[src/rtl/rcc_cr_ctrl.sv]
// Clock-source request sequencer: enables external 100M, selects it once ready is stable, falls back on timeout/loss.
// Registered outputs change one clk_sys edge after the triggering write or synced-ready event; no backpressure, writes always accepted.
module rcc_cr_ctrl #(
    parameter int SYNC_STAGES = 2,
    parameter int STABLE_CYC  = 16,
    parameter int TIMEOUT_CYC = 4096
) (
    input  logic       clk_sys,
    input  logic       rst,
    input  logic       wr_en,
    input  logic [1:0] wr_data,
    input  logic       clk_ext_ready_in,
    output logic [1:0] rcc_cr_out,
    output logic       busy,
    output logic       src_ext,
    output logic       err_timeout,
    output logic       err_loss
);

    localparam int TW = $clog2(TIMEOUT_CYC) + 1;
    localparam int SW = $clog2(STABLE_CYC) + 1;
    localparam logic [TW-1:0] TMO_LAST  = TW'(TIMEOUT_CYC - 1);
    localparam logic [SW-1:0] STAB_LAST = SW'(STABLE_CYC - 1);

    typedef enum logic [1:0] {IDLE, WAIT_RDY, STABLE, SEL_EXT} state_t;

    state_t                 state;
    logic [SYNC_STAGES-1:0] sync_q;
    logic                   rdy_s;
    logic [TW-1:0]          tmo_cnt;
    logic [SW-1:0]          stab_cnt;
    logic                   req, abort, clr, tmo_exp, sel_go, set_tmo, set_loss;

    assign rdy_s = sync_q[SYNC_STAGES-1];

    always_ff @(posedge clk_sys or posedge rst) begin
        if (rst) sync_q <= '0;
        else     sync_q <= {sync_q[SYNC_STAGES-2:0], clk_ext_ready_in};
    end

    // A cancel write overrides every in-flight event, so it never raises an error flag.
    always_comb begin
        req      = wr_en & wr_data[0];
        abort    = wr_en & ~wr_data[0];
        clr      = wr_en & wr_data[1];
        tmo_exp  = (tmo_cnt >= TMO_LAST);
        sel_go   = (state == STABLE) && rdy_s && (stab_cnt == STAB_LAST);
        set_tmo  = !abort && (((state == WAIT_RDY) && !rdy_s && tmo_exp) ||
                              ((state == STABLE) && !sel_go && tmo_exp));
        set_loss = !abort && (state == SEL_EXT) && !rdy_s;
    end

    always_ff @(posedge clk_sys or posedge rst) begin
        if (rst) begin
            err_timeout <= 1'b0;
            err_loss    <= 1'b0;
        end else begin
            err_timeout <= set_tmo  | (err_timeout & ~clr);
            err_loss    <= set_loss | (err_loss & ~clr);
        end
    end

    always_ff @(posedge clk_sys or posedge rst) begin
        if (rst) begin
            state      <= IDLE;
            tmo_cnt    <= '0;
            stab_cnt   <= '0;
            rcc_cr_out <= 2'b00;
            busy       <= 1'b0;
            src_ext    <= 1'b0;
        end else if (abort) begin
            state      <= IDLE;
            rcc_cr_out <= 2'b00;
            busy       <= 1'b0;
            src_ext    <= 1'b0;
        end else begin
            case (state)
                IDLE: begin
                    if (req) begin
                        state      <= WAIT_RDY;
                        tmo_cnt    <= '0;
                        stab_cnt   <= '0;
                        rcc_cr_out <= 2'b10;
                        busy       <= 1'b1;
                    end
                end
                WAIT_RDY: begin
                    if (set_tmo) begin
                        state      <= IDLE;
                        rcc_cr_out <= 2'b00;
                        busy       <= 1'b0;
                    end else begin
                        tmo_cnt <= tmo_cnt + TW'(1);
                        if (rdy_s) begin
                            state    <= STABLE;
                            stab_cnt <= SW'(1);
                        end
                    end
                end
                STABLE: begin
                    if (sel_go) begin
                        state      <= SEL_EXT;
                        rcc_cr_out <= 2'b01;
                        busy       <= 1'b0;
                        src_ext    <= 1'b1;
                    end else if (set_tmo) begin
                        state      <= IDLE;
                        rcc_cr_out <= 2'b00;
                        busy       <= 1'b0;
                    end else begin
                        // The timeout budget spans retries, so only the stability run restarts.
                        tmo_cnt <= tmo_cnt + TW'(1);
                        if (!rdy_s) begin
                            state    <= WAIT_RDY;
                            stab_cnt <= '0;
                        end else begin
                            stab_cnt <= stab_cnt + SW'(1);
                        end
                    end
                end
                SEL_EXT: begin
                    if (!rdy_s) begin
                        state      <= IDLE;
                        rcc_cr_out <= 2'b00;
                        src_ext    <= 1'b0;
                    end
                end
                default: begin
                    state      <= IDLE;
                    rcc_cr_out <= 2'b00;
                    busy       <= 1'b0;
                    src_ext    <= 1'b0;
                end
            endcase
        end
    end

endmodule

[config.mk]
export PLATFORM = sky130hd
export DESIGN_NAME = rcc_cr_ctrl
export DESIGN_NICKNAME = d
export VERILOG_FILES = /design/src/rtl/rcc_cr_ctrl.sv
export SDC_FILE = /design/constraint.sdc
export NUM_CORES = 1
export LEC_CHECK = 0
export CAP_MARGIN = 20
export CORE_MARGIN = 2
export CORE_UTILIZATION = 63
export DETAILED_ROUTE_END_ITERATION = 10
export PLACE_DENSITY = 0.86
export SYNTH_ARGS = -nofsm -noshare
export SYNTH_HDL_FRONTEND = slang
export SYNTH_SLANG_ARGS = --single-unit
export TNS_END_PERCENT = 50
[constraint.sdc]
create_clock -name clk_sys -period 6.8 [get_ports clk_sys]
set_input_delay 1.02 -clock clk_sys [delete_from_list [all_inputs] [get_ports clk_sys]]
set_output_delay 1.02 -clock clk_sys [all_outputs]
set_load 0.02 [all_outputs]
Fig. 1: clock distribution
(10 px per µm)
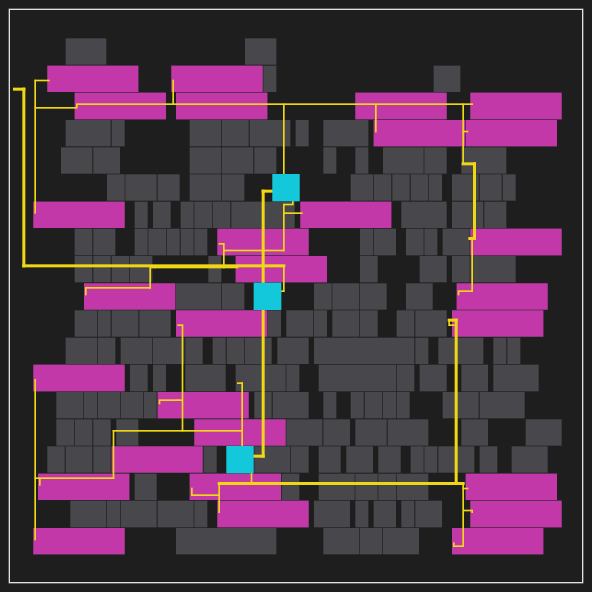
[cyan] cells driving clock nets | count: 3
[yellow] clock wires | length: 335 µm
[magenta] flip-flops | count: 28
flops lie: spread over the die
clock group share of total power: 14.0%
power in the clock group: 0.0827 mW

Fig. 2: a small window of the routed layout
Window x 16 to 41, y 16 to 41 µm. Cells in gray, sequential cells in the stronger gray; small squares are vias.
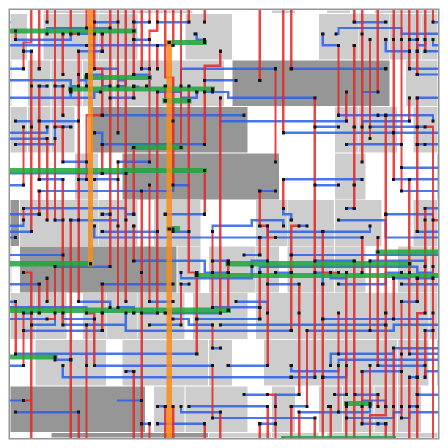
| color | layer |
|---|---|
| orange | met4 |
| red | met2 |
| blue | met1 |
| green | met3 |
most frequent: nand2_1 (8), nand3_1 (6)
netlist names of flops here include: tmo_cnt (4), err_timeout (1)
cells with their middle in the window: 56
sequential cells in the window: 5

Fig. 3: local utilization
(4 px per µm) 11 x 11 tiles, from black (low) to pale yellow (high), 0 to 100% covered.
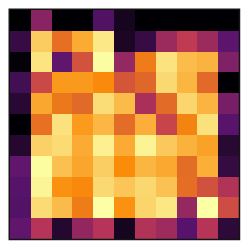
fullest tile: 100%
densest ninth of the die: center
tiles over 75% full: 42%
nearly empty tiles: 9.1%
mean over tiles: 57%

Fig. 4: placement by cell class
(6 px per µm) Fill, decap, tap and diode cells in gray.
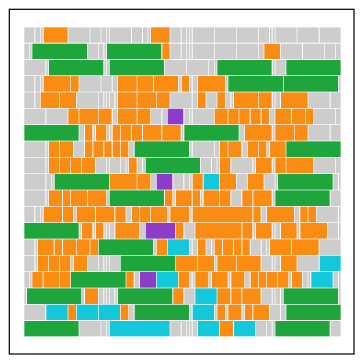
| color | class | cells |
|---|---|---|
| cyan | other buffers and delay cells | 13 |
| green | flip-flops | 28 |
| purple | clock drivers and dummy loads | 4 |
| orange | all other logic | 151 |

==> qor.yml <==
sta:
  tightest_slew_ns: 0.748
  period_needed_ns: 3.09
  fin_skew_ns: 0.00436
  fmax_mhz: 324
  fin_hold_ws_ns: 0.371
grt:
  global_route.usage.met1_pct: 30.7
  grt_use_total_pct: 25.5
  grt_max_degree: 29
  grt_first_pass_wirelength_um: 6620
  busiest_layer: "met2"
synth:
  area_leaders: "dfrtp_1, ha_1, nand2_1, o21ai_0, o31ai_1"
  syn_nets: 203
  ys_seq_share_pct: 39.3
  top_area_share_pct: 39.3
  synth-main-ff-cell: "dfrtp_1"
  top_cells_by_count: "dfrtp_1, nand2_1, o21ai_0"
  synth.cell_area_um2: 1780
  syn_area_per_cell_um2: 9.38
  synthArstFlopShare_pct: 100
  numSynthFlops: 28
  ys_chip_area_um2: 1780
  yosys.cell_count.top_type: "dfrtp_1"
  syn_inst: 190
clock_network:
  clk_path_buf_depth: 2
  htreeDepth: 1
  cts_tree: "built"
  clk_latency_ns: 0.33
  clockRootBuffer: "clkbuf_4"
final_layout:
  clk_share_pct: 1.89
  num-multi-input-gates: 144
  comb_area_um2: 973
  layout_top_cell: "dfrtp_1"
  inv_count: 7
  sh_comb_area_pct: 50.7
  layout-drive-gt1-share_pct: 9.69
  reg.largest.list: "tmo_cnt x13, stab_cnt x5"
  clkbuf_count: 4
power_and_ir_drop:
  p_sw_share_pct: 43.6
  pwr-share-comb_pct: 49.8
  fin_total_pwr_mw: 0.593
  p_sw_mw: 0.258
  p_per_area_nw_per_um2: 309
  power-top-group: "combinational cells"
  comb_power_mw: 0.295
  p_int_mw: 0.335
placed_design:
  dp.cells: 222
  dp_slack_ns: 3.39
  portBuffers: 11
  hpwl_um: 2730
  place.gp.congestion: 0.828
floorplan:
  rows: 19
  fp_util_pct: 65.2
  core_um2: 2730
  die-area_um2: 3270
  taps: 31
  io_pins: 12
setup_path:
  required_ns: 7.07
  reg2reg_to: "tmo_cnt[0]"
  crit_end: "state[1]"
  r2r_cells: 7
  crit_path_start_kind: "primary input"
  r2r-start: "stab_cnt[0]"
run:
  warning_count: 29
min_path:
  holdPathStages: 0
run_status:
  outcome: "complete, no violations"
drt:
  wl_um: 3970
  wirelength_met1_um: 1650
  wl_per_cell_um: 17.5
metrics by stage:
| step | instance area (µm²) | utilization, % |
|---|---|---|
| finish | 1920 | 70.3 |
| global route | 1920 | 70.3 |
| CTS | 1890 | 69.2 |
| detailed placement | 1860 | 67.9 |
| global placement | 1860 | 67.9 |
| floorplan | 1780 | - |
critical path: stages:
cell,delay (ns)
clkdlybuf4s50_1,0.52
nor2b_1,0.63
a2111oi_4,0.13
o21a_1,0.36
or4_1,0.54
mux2i_1,0.15
cell families (layout without fill, tap and decap cells):
family / after synthesis / after routing / share of synthesized area [%]
compound gates: 54 / 54 / 21.9
fa+ha+maj: 7 / 7 / 4.91
buf+inv: 18 / 24 / 6.11
flops: 28 / 28 / 39.3
mux: 3 / 3 / 1.82
simple gates: 80 / 80 / 26.0
Power figures rest on the tool's default switching activity, not on a simulated workload.
